`config.mk`:
```
export PLATFORM = sky130hd
export DESIGN_NAME = tff_toggle_sequencer
export DESIGN_NICKNAME = d
export VERILOG_FILES = /design/src/rtl/tff_toggle_sequencer.sv
export SDC_FILE = /design/constraint.sdc
export NUM_CORES = 1
export LEC_CHECK = 0
export ABC_CLOCK_PERIOD_IN_PS = 2800
export CAP_MARGIN = 30
export CELL_PAD_IN_SITES_DETAIL_PLACEMENT = 0
export CELL_PAD_IN_SITES_GLOBAL_PLACEMENT = 2
export CORE_MARGIN = 3
export CORE_UTILIZATION = 33
export CTS_CLUSTER_DIAMETER = 40
export DETAILED_ROUTE_END_ITERATION = 10
export GPL_TIMING_DRIVEN = 0
export HOLD_SLACK_MARGIN = 0.06
export PLACE_DENSITY_LB_ADDON = 0.1
export SLEW_MARGIN = 30
export SYNTH_ARGS = -nofsm -noshare
export SYNTH_HDL_FRONTEND = slang
export SYNTH_SLANG_ARGS = --single-unit
```
`constraint.sdc`:
```
create_clock -name clk -period 2.8 [get_ports clk]
set_input_delay 0.84 -clock clk [delete_from_list [all_inputs] [get_ports clk]]
set_output_delay 0.84 -clock clk [all_outputs]
set_load 0.05 [all_outputs]
```
`src/rtl/tff_toggle_sequencer.sv`:
```
// Sequencer that walks a bank of T flip-flops from bit 0 upward and pulses
// a single toggle enable for every bit whose Q differs from a latched target.
module tff_toggle_sequencer #(
  parameter int N         = 4,
  parameter int MAX_RETRY = 2
) (
  input  logic         clk,
  input  logic         reset,
  input  logic         start,
  input  logic [N-1:0] target,
  input  logic [N-1:0] q,
  output logic [N-1:0] en,
  output logic         busy,
  output logic         done,
  output logic         error,
  output logic [4:0]   toggles
);

  localparam int IW = $clog2(N);
  localparam logic [IW-1:0] LAST_IDX = IW'(N - 1);
  localparam logic [2:0]    RETRY_LIMIT = 3'(MAX_RETRY);

  typedef enum logic [2:0] {
    IDLE,
    SCAN,
    PULSE,
    CHECK,
    DONE,
    ERROR
  } state_t;

  state_t         state_reg, state_next;
  logic [N-1:0]   tgt_reg, tgt_next;
  logic [IW-1:0]  idx_reg, idx_next;
  logic [2:0]     retry_reg, retry_next;
  logic [4:0]     toggles_reg, toggles_next;
  logic [N-1:0]   en_reg, en_next;
  logic           busy_reg, busy_next;
  logic           done_reg, done_next;
  logic           error_reg, error_next;

  // Per-bit disagreement between the bank and the latched target.
  logic [N-1:0] diff;
  logic         cur_diff;
  logic         at_last;

  for (genvar gi = 0; gi < N; gi++) begin : g_diff
    assign diff[gi] = q[gi] ^ tgt_reg[gi];
  end

  assign cur_diff = diff[idx_reg];
  assign at_last  = (idx_reg == LAST_IDX);

  always_ff @(posedge clk or negedge reset) begin
    if (!reset) begin
      state_reg   <= IDLE;
      tgt_reg     <= '0;
      idx_reg     <= '0;
      retry_reg   <= '0;
      toggles_reg <= '0;
      en_reg      <= '0;
      busy_reg    <= 1'b0;
      done_reg    <= 1'b0;
      error_reg   <= 1'b0;
    end else begin
      state_reg   <= state_next;
      tgt_reg     <= tgt_next;
      idx_reg     <= idx_next;
      retry_reg   <= retry_next;
      toggles_reg <= toggles_next;
      en_reg      <= en_next;
      busy_reg    <= busy_next;
      done_reg    <= done_next;
      error_reg   <= error_next;
    end
  end

  always_comb begin
    state_next   = state_reg;
    tgt_next     = tgt_reg;
    idx_next     = idx_reg;
    retry_next   = retry_reg;
    toggles_next = toggles_reg;
    en_next      = '0;
    busy_next    = busy_reg;
    done_next    = 1'b0;
    error_next   = 1'b0;

    case (state_reg)
      IDLE: begin
        if (start) begin
          tgt_next     = target;
          idx_next     = '0;
          retry_next   = '0;
          toggles_next = '0;
          busy_next    = 1'b1;
          state_next   = SCAN;
        end
      end

      SCAN: begin
        if (cur_diff) begin
          en_next      = {{(N-1){1'b0}}, 1'b1} << idx_reg;
          retry_next   = retry_reg + 3'd1;
          toggles_next = (toggles_reg == 5'd31) ? toggles_reg : toggles_reg + 5'd1;
          state_next   = PULSE;
        end else if (at_last) begin
          done_next  = 1'b1;
          busy_next  = 1'b0;
          state_next = DONE;
        end else begin
          idx_next = idx_reg + 1'b1;
        end
      end

      // The bank samples en on the edge that closes this cycle.
      PULSE: begin
        state_next = CHECK;
      end

      CHECK: begin
        if (!cur_diff) begin
          if (at_last) begin
            done_next  = 1'b1;
            busy_next  = 1'b0;
            state_next = DONE;
          end else begin
            idx_next   = idx_reg + 1'b1;
            retry_next = '0;
            state_next = SCAN;
          end
        end else if (retry_reg == RETRY_LIMIT) begin
          error_next = 1'b1;
          busy_next  = 1'b0;
          state_next = ERROR;
        end else begin
          state_next = SCAN;
        end
      end

      DONE:    state_next = IDLE;
      ERROR:   state_next = IDLE;
      default: state_next = IDLE;
    endcase
  end

  assign en      = en_reg;
  assign busy    = busy_reg;
  assign done    = done_reg;
  assign error   = error_reg;
  assign toggles = toggles_reg;

endmodule
```
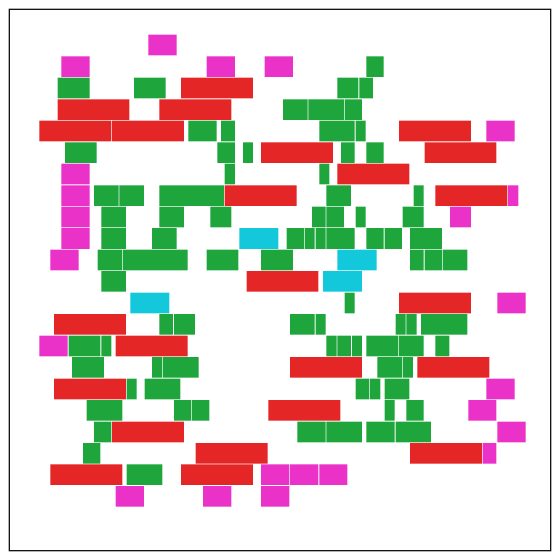
(cells colored by class)
color	class	cells	share of their area
red	flip-flops	24	39%
cyan	clock drivers and dummy loads	4	3.5%
green	all other logic	86	43%
magenta	other buffers and delay cells	24	15%

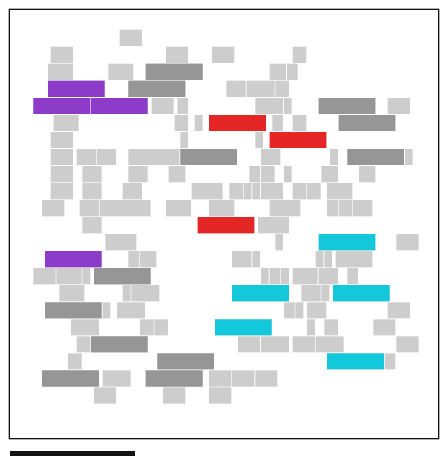
(sequential cells colored by netlist name)
Bar = 20 µm.
color	name in the netlist	flops
purple	tgt_reg	4
red	retry_reg	3
cyan	toggles	5
Final Core Density: 0.4343
sequential power: 600 µW
sequential share of cell area: 0.3721

==> out/results.txt <==
FF-to-FF End: retry_reg[0]
Hold_buf cts: 0
First-pass GRT wire length: 4.485 mm
Inverter count: 4
RSZ-0062 raised after global routing: no
Fp_density: 0.3455
Max Freq: 377.8 MHz
Final #Nets: 158
Number of distinct library cells after synthesis: 34
Routed length per instance: 13.49 µm
Buffers added on ports: 22
Final wirelength: 2.510 mm
Worst hold start: retry_reg[2]
Vias in the first global route: 951
Root buffer cell: clkbuf_8
Hold Vio Cnt, Final: 0
Crit-path max cell delay: 0.53 ns
Outcome: finished, final reports clean
Worst reg-to-reg setup slack: 0.66 ns
# Cells Yosys: 112
Largest register FFs: 5
Plain + repair buffers: 24
Syn avg cell area: 11.46 µm²
Core area: 3716 µm²
OpenROAD warning count: 30
Max_cap viols: 0
Clkbuf count: 4
Gate power share: 0.574
Reg power frac: 0.305
Total CTS buffers: 3
Combinational Gates: 82
Area Overhead vs Synth: 25.73%
Layout fillers: 384
Die Ht: 68.37 µm
Comb power: 1130 µW
Top cells by count: dfrtp_1, nor2_1, ha_1
Cell Rows: 22
Initial antenna violation count: 0
Vias per inst: 4.844
Leakage power: 0.0007119 µW
CP Launch Type: input pin
Registers, synthesis: 24
Critical path type: input pin to register
Clock-pin slew on the worst setup and hold paths: 0.09 ns
Comb/total area: 0.4070
Clock Power Share: 0.121
Pint: 1104 µW
Place WS: -0.1304 ns
N_taps: 48
Register share after synthesis: 0.4678
Max clock buf depth: 2
Drt drc: 0
Largest class: combinational gates
Final setup vio count: 0
Power in the clock group: 239 µW
Sw Pwr: 865.2 µW
Chip Area: 4674 µm²
Fin worst setup slack: 0.1530 ns
TNS Setup: 0 ns
Drt pass-1 iters: 4
DRT antenna net count: 0
Ports: 23
Top cells by area: dfrtp_1, ha_1, mux2_2
Origin of the worst setup path: q[0]
FF/Latch Area: 600.6 µm²
Leading area contributor after synthesis: dfrtp_1
DRT iter0 DRCs: 41
Placed Cells: 182
Final worst-path cycle share: 0.9454
CP Capture Type: register
Syn_nets: 131
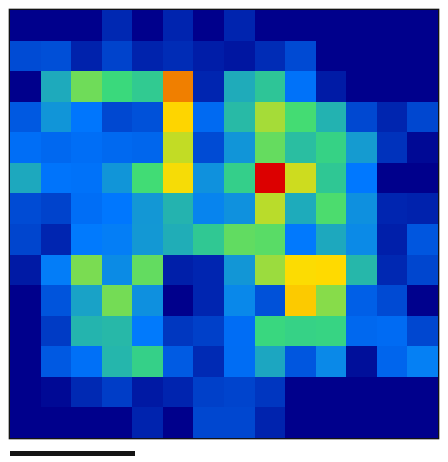
(wiring heat map)
Bar = 20 µm. 14 x 14 tiles, from dark blue (low) to red (high), scaled to the fullest tile. Values are wire area over tile area, all layers added.
nearly empty tiles	22%
fullest tile	0.37
emptiest ninth of the die	upper right
mean over tiles	0.083
tiles over half the peak	12%

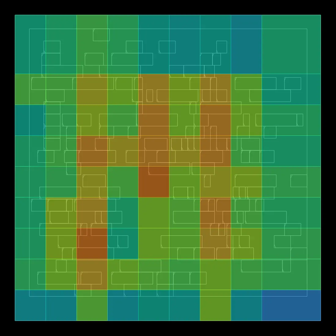
(track usage over the die)
met3 Resource Use GR: 0.03448
overall routing resource usage: 0.1294

## layout by cell type (no fill, tap or decap), types with 4 or more instances in the layout
cell type / netlist / routed
and2_1: 4 / 4
clkbuf_8: 0 / 4
clkdlybuf4s50_1: 0 / 21
dfrtp_1: 24 / 24
ha_1: 8 / 8
inv_1: 4 / 4
mux2_2: 7 / 7
nand2_1: 7 / 7
nand2b_1: 5 / 5
nor2_1: 9 / 9
xnor2_1: 5 / 5
xor2_1: 4 / 4
## worst max-delay path: cells and delay by family
kind	cells	cell delay [ns]
mux	2	0.81
buf+inv	1	0.44
compound gates	1	0.41
xor+xnor	2	0.31
## cell families (layout without fill, tap and decap cells)
group | Yosys count | in the layout | share of synthesized area
compound gates | 16 | 16 | 0.1024
xor+xnor | 9 | 9 | 0.06140
fa+ha+maj | 8 | 8 | 0.07798
buf+inv | 6 | 32 | 0.02046
flops | 24 | 24 | 0.4678
mux | 9 | 9 | 0.09649
simple gates | 40 | 40 | 0.1735
## routing by layer
metal | routed length [µm] | share of wire | up-vias | track usage
li1 | - | - | 445 | -
met1 | 1158 | 0.46 | 437 | 0.1617
met2 | 1221 | 0.49 | 17 | 0.2214
met3 | 111 | 0.044 | 2 | 0.03448
met4 | 19 | 0.0076 | 0 | 0.02978
met5 | 0 | 0 | - | 0
## worst min-delay path by stage
stage / to / slack, ns / depth (start not counted)
floorplan: state_reg[1] / 0.47 / 1
global placement: busy / 0.50 / 1
detailed placement: state_reg[1] / 0.51 / 1
CTS: error / 0.52 / 1
global route: error / 0.56 / 1
finish: error / 0.52 / 1
## per-stage QoR
stage | instance area [µm²] | hold WS [ns]
global route | 1614 | 0.5597
floorplan | 1284 | 0.4675
CTS | 1614 | 0.5196
global placement | 1564 | 0.5035
detailed placement | 1559 | 0.5072
finish | 1614 | 0.5216
No activity file was given, so power comes from the tool's default toggle rates.
